**src/rtl/axis_hdr_pkg.sv**
```systemverilog
// Shared types and byte-count/keep helpers for the header extract datapath.
package axis_hdr_pkg;

    // Widest bus the helpers handle, in bytes; callers size-cast results down.
    localparam int MAX_BYTES = 64;

    typedef enum logic [1:0] {
        IDLE  = 2'd0,
        BODY  = 2'd1,
        FLUSH = 2'd2
    } hdr_ext_state_t;

    // Number of enabled bytes in an MSB-contiguous keep vector.
    function automatic int keep_to_cnt(input logic [MAX_BYTES-1:0] keep);
        int cnt;
        cnt = 0;
        for (int i = 0; i < MAX_BYTES; i++) begin
            cnt += int'(keep[i]);
        end
        return cnt;
    endfunction

    // cnt ones packed against the MSB of a w-bit keep field.
    function automatic logic [MAX_BYTES-1:0] cnt_to_keep_msb(input int cnt, input int w);
        logic [MAX_BYTES-1:0] k;
        k = '0;
        for (int i = 0; i < MAX_BYTES; i++) begin
            if (i < w && i >= w - cnt) begin
                k[i] = 1'b1;
            end
        end
        return k;
    endfunction

    // cnt ones packed against the LSB.
    function automatic logic [MAX_BYTES-1:0] cnt_to_keep_lsb(input int cnt);
        logic [MAX_BYTES-1:0] k;
        k = '0;
        for (int i = 0; i < MAX_BYTES; i++) begin
            if (i < cnt) begin
                k[i] = 1'b1;
            end
        end
        return k;
    endfunction

endpackage

```
**src/rtl/axis_byte_merge.sv**
```systemverilog
// Combinational merge of the carried-over residual bytes with the leading
// bytes of the incoming beat. Both data words are MSB-aligned with zeros in
// unused byte lanes, so the merge is an OR of the residual with the shifted input.
module axis_byte_merge #(
    parameter int DATA_WD      = 32,
    parameter int DATA_BYTE_WD = DATA_WD / 8,
    parameter int CNT_WD       = $clog2(DATA_BYTE_WD) + 1
) (
    input  logic [DATA_WD-1:0] res_data,
    input  logic [CNT_WD-1:0]  res_cnt,
    input  logic [DATA_WD-1:0] in_data,
    input  logic [CNT_WD-1:0]  in_cnt,
    output logic [DATA_WD-1:0] merged_data,
    output logic [CNT_WD-1:0]  merged_cnt,
    output logic [DATA_WD-1:0] new_res_data,
    output logic [CNT_WD-1:0]  new_res_cnt
);

    localparam logic [CNT_WD:0] W_BYTES = (CNT_WD + 1)'(DATA_BYTE_WD);

    logic [CNT_WD:0] sum;

    // Append input bytes after the residual; whatever overflows one beat becomes the next residual.
    always_comb begin
        sum         = {1'b0, res_cnt} + {1'b0, in_cnt};
        merged_data = res_data | (in_data >> (8 * int'(res_cnt)));
        if (res_cnt == '0) begin
            new_res_data = '0;
        end else begin
            new_res_data = in_data << (8 * (DATA_BYTE_WD - int'(res_cnt)));
        end
        if (sum > W_BYTES) begin
            merged_cnt  = CNT_WD'(DATA_BYTE_WD);
            new_res_cnt = CNT_WD'(sum - W_BYTES);
        end else begin
            merged_cnt  = sum[CNT_WD-1:0];
            new_res_cnt = '0;
        end
    end

endmodule

```
**src/rtl/axi_stream_extract_header.sv**
```systemverilog
// Strips the first byte_extract_cnt bytes of each AXI-Stream packet onto a
// separate header port and re-packs the remaining payload into full,
// MSB-aligned beats.
//
// Handshake rule for all three ports: a transfer happens on a rising clk edge
// where valid and ready are both high; a source holds valid and its payload
// stable until that edge, and ready may change freely.
module axi_stream_extract_header
    import axis_hdr_pkg::*;
#(
    parameter int DATA_WD      = 32,
    parameter int DATA_BYTE_WD = DATA_WD / 8,
    parameter int BYTE_CNT_WD  = $clog2(DATA_BYTE_WD)
) (
    input  logic                    clk,
    input  logic                    rst_n,
    input  logic                    valid_in,
    output logic                    ready_in,
    input  logic [DATA_WD-1:0]      data_in,
    input  logic [DATA_BYTE_WD-1:0] keep_in,
    input  logic                    last_in,
    output logic                    valid_out,
    input  logic                    ready_out,
    output logic [DATA_WD-1:0]      data_out,
    output logic [DATA_BYTE_WD-1:0] keep_out,
    output logic                    last_out,
    output logic                    valid_header,
    input  logic                    ready_header,
    output logic [DATA_WD-1:0]      data_header,
    output logic [DATA_BYTE_WD-1:0] keep_header,
    input  logic [BYTE_CNT_WD:0]    byte_extract_cnt,
    output logic [1:0]              dbg_state
);

    localparam int CNT_WD = BYTE_CNT_WD + 1;

    hdr_ext_state_t state;

    // Residual bytes carried between beats, MSB-aligned, and their count.
    logic [DATA_WD-1:0]      res_data;
    logic [CNT_WD-1:0]       res_cnt;

    logic                    in_fire;
    logic                    out_free;
    logic [DATA_WD-1:0]      din_m;
    logic [CNT_WD-1:0]       k_cnt;
    logic [CNT_WD-1:0]       hdr_cnt;
    logic [CNT_WD-1:0]       first_res_cnt;
    logic [DATA_WD-1:0]      first_res_data;
    logic [DATA_WD-1:0]      hdr_data;
    logic [DATA_BYTE_WD-1:0] hdr_keep;
    logic [DATA_WD-1:0]      m_data;
    logic [CNT_WD-1:0]       m_cnt;
    logic [DATA_BYTE_WD-1:0] m_keep;
    logic [DATA_WD-1:0]      nr_data;
    logic [CNT_WD-1:0]       nr_cnt;

    assign dbg_state = state;
    assign out_free  = !valid_out || ready_out;
    // A new packet's first beat waits until the previous header has left.
    assign ready_in  = rst_n && (state != FLUSH) && out_free &&
                       ((state != IDLE) || !valid_header || ready_header);
    assign in_fire   = valid_in && ready_in;

    // Zero disabled byte lanes so residual and merge logic can OR words together.
    always_comb begin
        din_m = '0;
        for (int b = 0; b < DATA_BYTE_WD; b++) begin
            if (keep_in[DATA_BYTE_WD-1-b]) begin
                din_m[DATA_WD-1-8*b -: 8] = data_in[DATA_WD-1-8*b -: 8];
            end
        end
    end

    // First-beat split: header takes min(K, N) bytes, residual keeps what is left.
    always_comb begin
        k_cnt          = CNT_WD'(keep_to_cnt(MAX_BYTES'(keep_in)));
        hdr_cnt        = (k_cnt < byte_extract_cnt) ? k_cnt : byte_extract_cnt;
        first_res_cnt  = (k_cnt > byte_extract_cnt) ? (k_cnt - byte_extract_cnt) : '0;
        first_res_data = din_m << (8 * int'(byte_extract_cnt));
        hdr_data       = din_m >> (8 * (DATA_BYTE_WD - int'(hdr_cnt)));
        hdr_keep       = DATA_BYTE_WD'(cnt_to_keep_lsb(int'(hdr_cnt)));
        m_keep         = DATA_BYTE_WD'(cnt_to_keep_msb(int'(m_cnt), DATA_BYTE_WD));
    end

    axis_byte_merge #(
        .DATA_WD      (DATA_WD),
        .DATA_BYTE_WD (DATA_BYTE_WD),
        .CNT_WD       (CNT_WD)
    ) u_merge (
        .res_data     (res_data),
        .res_cnt      (res_cnt),
        .in_data      (din_m),
        .in_cnt       (k_cnt),
        .merged_data  (m_data),
        .merged_cnt   (m_cnt),
        .new_res_data (nr_data),
        .new_res_cnt  (nr_cnt)
    );

    // Packet FSM with registered header and payload outputs; a load in the same cycle as a drain wins.
    always_ff @(posedge clk or negedge rst_n) begin
        if (!rst_n) begin
            state        <= IDLE;
            res_data     <= '0;
            res_cnt      <= '0;
            valid_out    <= 1'b0;
            data_out     <= '0;
            keep_out     <= '0;
            last_out     <= 1'b0;
            valid_header <= 1'b0;
            data_header  <= '0;
            keep_header  <= '0;
        end else begin
            if (valid_out && ready_out) begin
                valid_out <= 1'b0;
            end
            if (valid_header && ready_header) begin
                valid_header <= 1'b0;
            end
            case (state)
                IDLE: begin
                    if (in_fire) begin
                        valid_header <= 1'b1;
                        data_header  <= hdr_data;
                        keep_header  <= hdr_keep;
                        res_data     <= first_res_data;
                        res_cnt      <= first_res_cnt;
                        if (!last_in) begin
                            state <= BODY;
                        end else if (first_res_cnt != '0) begin
                            state <= FLUSH;
                        end else begin
                            state <= IDLE;
                        end
                    end
                end
                BODY: begin
                    if (in_fire) begin
                        valid_out <= 1'b1;
                        data_out  <= m_data;
                        keep_out  <= m_keep;
                        last_out  <= last_in && (nr_cnt == '0);
                        res_data  <= nr_data;
                        res_cnt   <= nr_cnt;
                        if (last_in) begin
                            state <= (nr_cnt != '0) ? FLUSH : IDLE;
                        end
                    end
                end
                FLUSH: begin
                    if (out_free) begin
                        valid_out <= 1'b1;
                        data_out  <= res_data;
                        keep_out  <= DATA_BYTE_WD'(cnt_to_keep_msb(int'(res_cnt), DATA_BYTE_WD));
                        last_out  <= 1'b1;
                        res_data  <= '0;
                        res_cnt   <= '0;
                        state     <= IDLE;
                    end
                end
                default: state <= IDLE;
            endcase
        end
    end

endmodule
```
**config.mk**
```make
export PLATFORM = sky130hd
export DESIGN_NAME = axi_stream_extract_header
export DESIGN_NICKNAME = d
export VERILOG_FILES = /design/src/rtl/axis_hdr_pkg.sv /design/src/rtl/axis_byte_merge.sv /design/src/rtl/axi_stream_extract_header.sv
export SDC_FILE = /design/constraint.sdc
export NUM_CORES = 1
export LEC_CHECK = 0
export CORE_ASPECT_RATIO = 1.2
export CORE_MARGIN = 2
export CORE_UTILIZATION = 25
export DETAILED_ROUTE_END_ITERATION = 16
export GPL_TIMING_DRIVEN = 0
export HOLD_SLACK_MARGIN = 0.15
export PLACE_DENSITY_LB_ADDON = 0.1
export RECOVER_POWER = 100
export REMOVE_ABC_BUFFERS = 1
export SLEW_MARGIN = 20
export SYNTH_ARGS = -nofsm -noshare
export SYNTH_HDL_FRONTEND = slang
export SYNTH_SLANG_ARGS = --single-unit
```
**constraint.sdc**
```tcl
create_clock -name clk -period 9.2 [get_ports clk]
set_input_delay 2.76 -clock clk [delete_from_list [all_inputs] [get_ports clk]]
set_output_delay 2.76 -clock clk [all_outputs]
set_load 0.05 [all_outputs]
```
Fig. 1: cells by drive strength
Scale: 2 px per um.
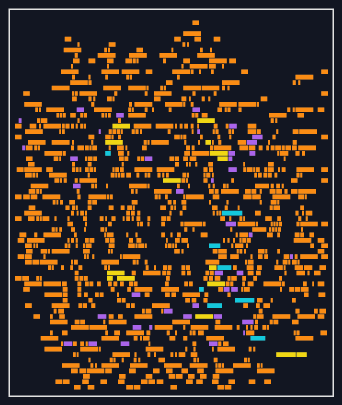
color	size	cells	most used
orange	_0 and _1 cells	902	nand2_1
purple	_2 cells	40	o211ai_2
yellow	_6 and larger	15	clkbuf_16
cyan	_3 and _4 cells	8	nor4_4

Fig. 2: M3 wires
Scale: 1.5 px per um.
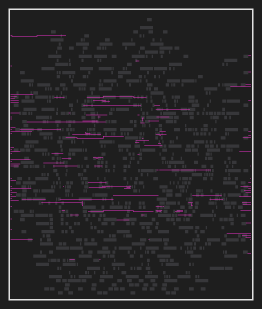
longest straight run	52.4 um
nets with wire on the layer	110
share of all routed wire	3.6%
main direction	horizontal
GR Layer Usage met3: 2.386%
drt total wl: 28180 um
routed vias: 7166

Fig. 3: cell placement
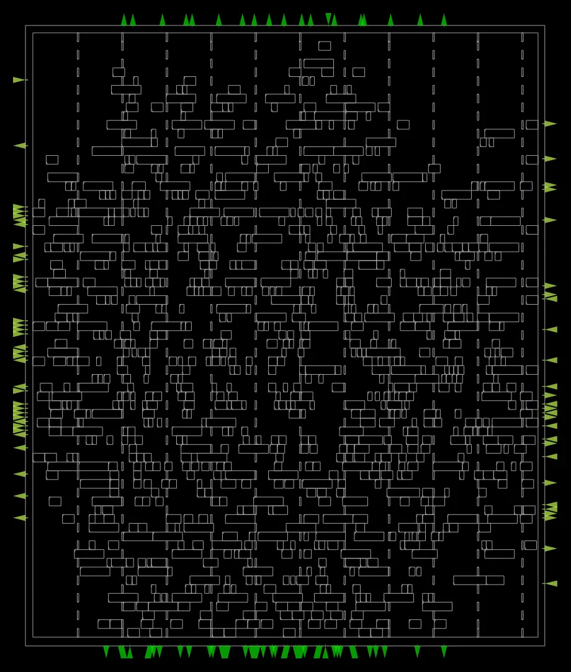
Rows: 69
registers: 112

==> flow_summary.toml <==
# generated from flow reports
[outcome]
status = "finished with violations"
failed_checks = "max-capacitance violations, max-slew violations"

[place]
numPlacedInstances = 1339
place.gp.congestion = 0.8252
port_buffers = 122
dpl.hpwl_um = 20230
place_area_um2 = 8944

[synth]
synth_seq_share_pct = 37.78
mux_area_share_pct = 1.214
synthTopCellsByArea = "dfrtp_1 (38%), nand2_1 (7.3%), o21ai_0 (5.5%), a21oi_1 (4.3%), o22ai_1 (3.7%)"
yosysWarningCount = 0
ys_sh_simple_pct = 18.67
ys_types = 74
synth.avg_cell_area_um2 = 8.326
flop_cell = "dfrtp_1"
yosys_cells = 891
async_flop_share_pct = 100.0
top_area_cell = "dfrtp_1"
top_cell = "nand2_1"
syn_area_um2 = 7418
edf_count = 0
ys_sh_aoi_pct = 32.53

[cts]
cts.path.max_buffers = 2
clk_latency_ns = 0.36
htreeDepth = 3
postCtsSetupBuffers = 0
tritoncts = "done"
cts.sinks = 112
cts_resized = 0

[final_layout]
seq_share_pct = 30.75
lay_top_count = "nand2_1"
n_fill_cell = 3188
finalInstanceArea_um2 = 9126
area_growth_pct = 23.02
finalNonFillerCells = 1355
buf_share_pct = 14.05
logic_gates = 690
final-clk-cell-share_pct = 3.057
lay_top_cells = "nand2_1 (146), dfrtp_1 (111), o21ai_0 (92), dlygate4sd3_1 (80), a21oi_1 (64)"
combGateArea_um2 = 4210
clkbuf_count = 10

[critical_path]
endpoint = "data_header[2]"
critPathCaptureType = "register"
worstPathRequired_ns = 9.47
reg2reg_slack_ns = 4.56
critPathLaunch = "keep_in[0]"
critPathMaxFanout = 25
crit_type = "input pin to register"
reg2reg_from = "res_cnt[1]"
worstPathArrival_ns = 8.95
cp_slowest_stage_delay_ns = 1.13
rr_endpoint = "res_data[13]"
cp.buffers_inverters = 2
startpoint_type = "input pin"
cp_slowest_cell = "clkdlybuf4s50_1"
crit_family = "adder cells"
path_common_cell = "ha_1"
crit_chain = "clkdlybuf4s50_1 > fa_1 > ha_1 > ha_1 > ha_1 > nand2b_1 > a21oi_1 > o21a_1 > nor3_2 > inv_2 > ha_1 > nand4b_1 > a2111oi_4 > o22ai_1 > o211ai_1"

[power_and_ir_drop]
p_switching_mw = 1.676
p_leak_nw = 3.685
clockPowerShare_pct = 13.3
powerDensity_nw_per_um2 = 338.6
vdd_drop_max_mv = 0.1229
clk-power_uw = 410
power.group.top = "combinational cells"
p_sw_share_pct = 54.24
pg_comb_mw = 1.87

[sta]
rsz0062_at_grt = "no"
setup_viol = 0
setup_ws_ns = 0.5160
hold_ws_ns = 0.4763
finalMaxSlewViolations = 83
fmaxAchievable_ghz = 0.1152
hold_viol = 0
max-slew-margin-rel_pct = -30.42
layout_min_cycle_time_ns = 8.684
worstMarginPinSlew_ns = 1.956

[global_route]
grt_pass1_vias = 7336
grt_util_all_layers_pct = 18.28
grt_pass1_wl_um = 43750

[drt]
ant_nets = 0
via_per_inst = 5.289
drt_iter0_drc = 443
wl_per_cell_um = 20.80
drc_errors = 0

[die]
chipArea_um2 = 31070
initial_core_util_pct = 25.20
core_area_um2 = 29440
io_pins = 123
die_y_um = 192.7

[flow_run]
drv_cap = 3
log.warning_count = 32

[worst_hold_path]
worstHoldPathType = "register to register"
min_from = "keep_header[0]"
Fig. 4: placement by cell class
Scale: 2 px per um.
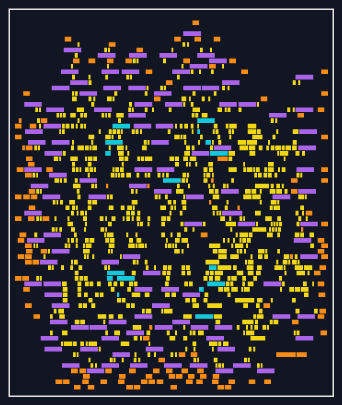
color	class	cells	share of their area
cyan	clock drivers and dummy loads	16	3.2%
yellow	combinational and other logic	706	49%
orange	remaining buffers and delay cells	131	15%
purple	sequential cells	112	32%

Fig. 5: where the registers sit
Scale: 2 px per um. Other sequential cells in the stronger gray, the rest of the logic in the fainter gray.
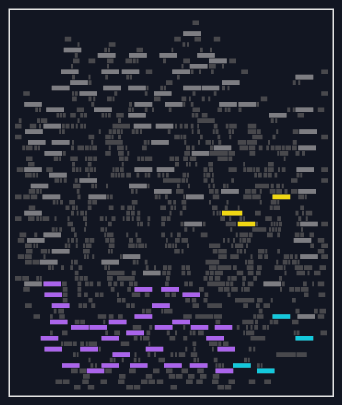
color	signal	placed flops
yellow	res_cnt	3
cyan	keep_header	4
purple	data_header	32

-- metal layers --
layer  vias to the layer above  part of all wire, %  GRT usage (%)
met4                         0                  2.2          5.426
met2                       185                   50          32.44
met5                         -                    0              0
li1                       3461                    -              -
met1                      3492                   45          23.19
met3                        28                  3.6          2.386
-- sequential cells by signal, summed over array words and instances (netlist names) --
signal / flops
data_header: 32
data_out: 32
dbg_state: 2
keep_header: 4
keep_out: 4
last_out: 1
res_cnt: 3
res_data: 32
valid_header: 1
valid_out: 1
-- kinds of logic after synthesis --
| group | count (synthesis) |
|---|---|
| compound gates | 366 |
| flops | 112 |
| buf+inv | 89 |
| fa+ha+maj | 21 |
| mux | 8 |
| simple gates | 290 |
| xor+xnor | 5 |
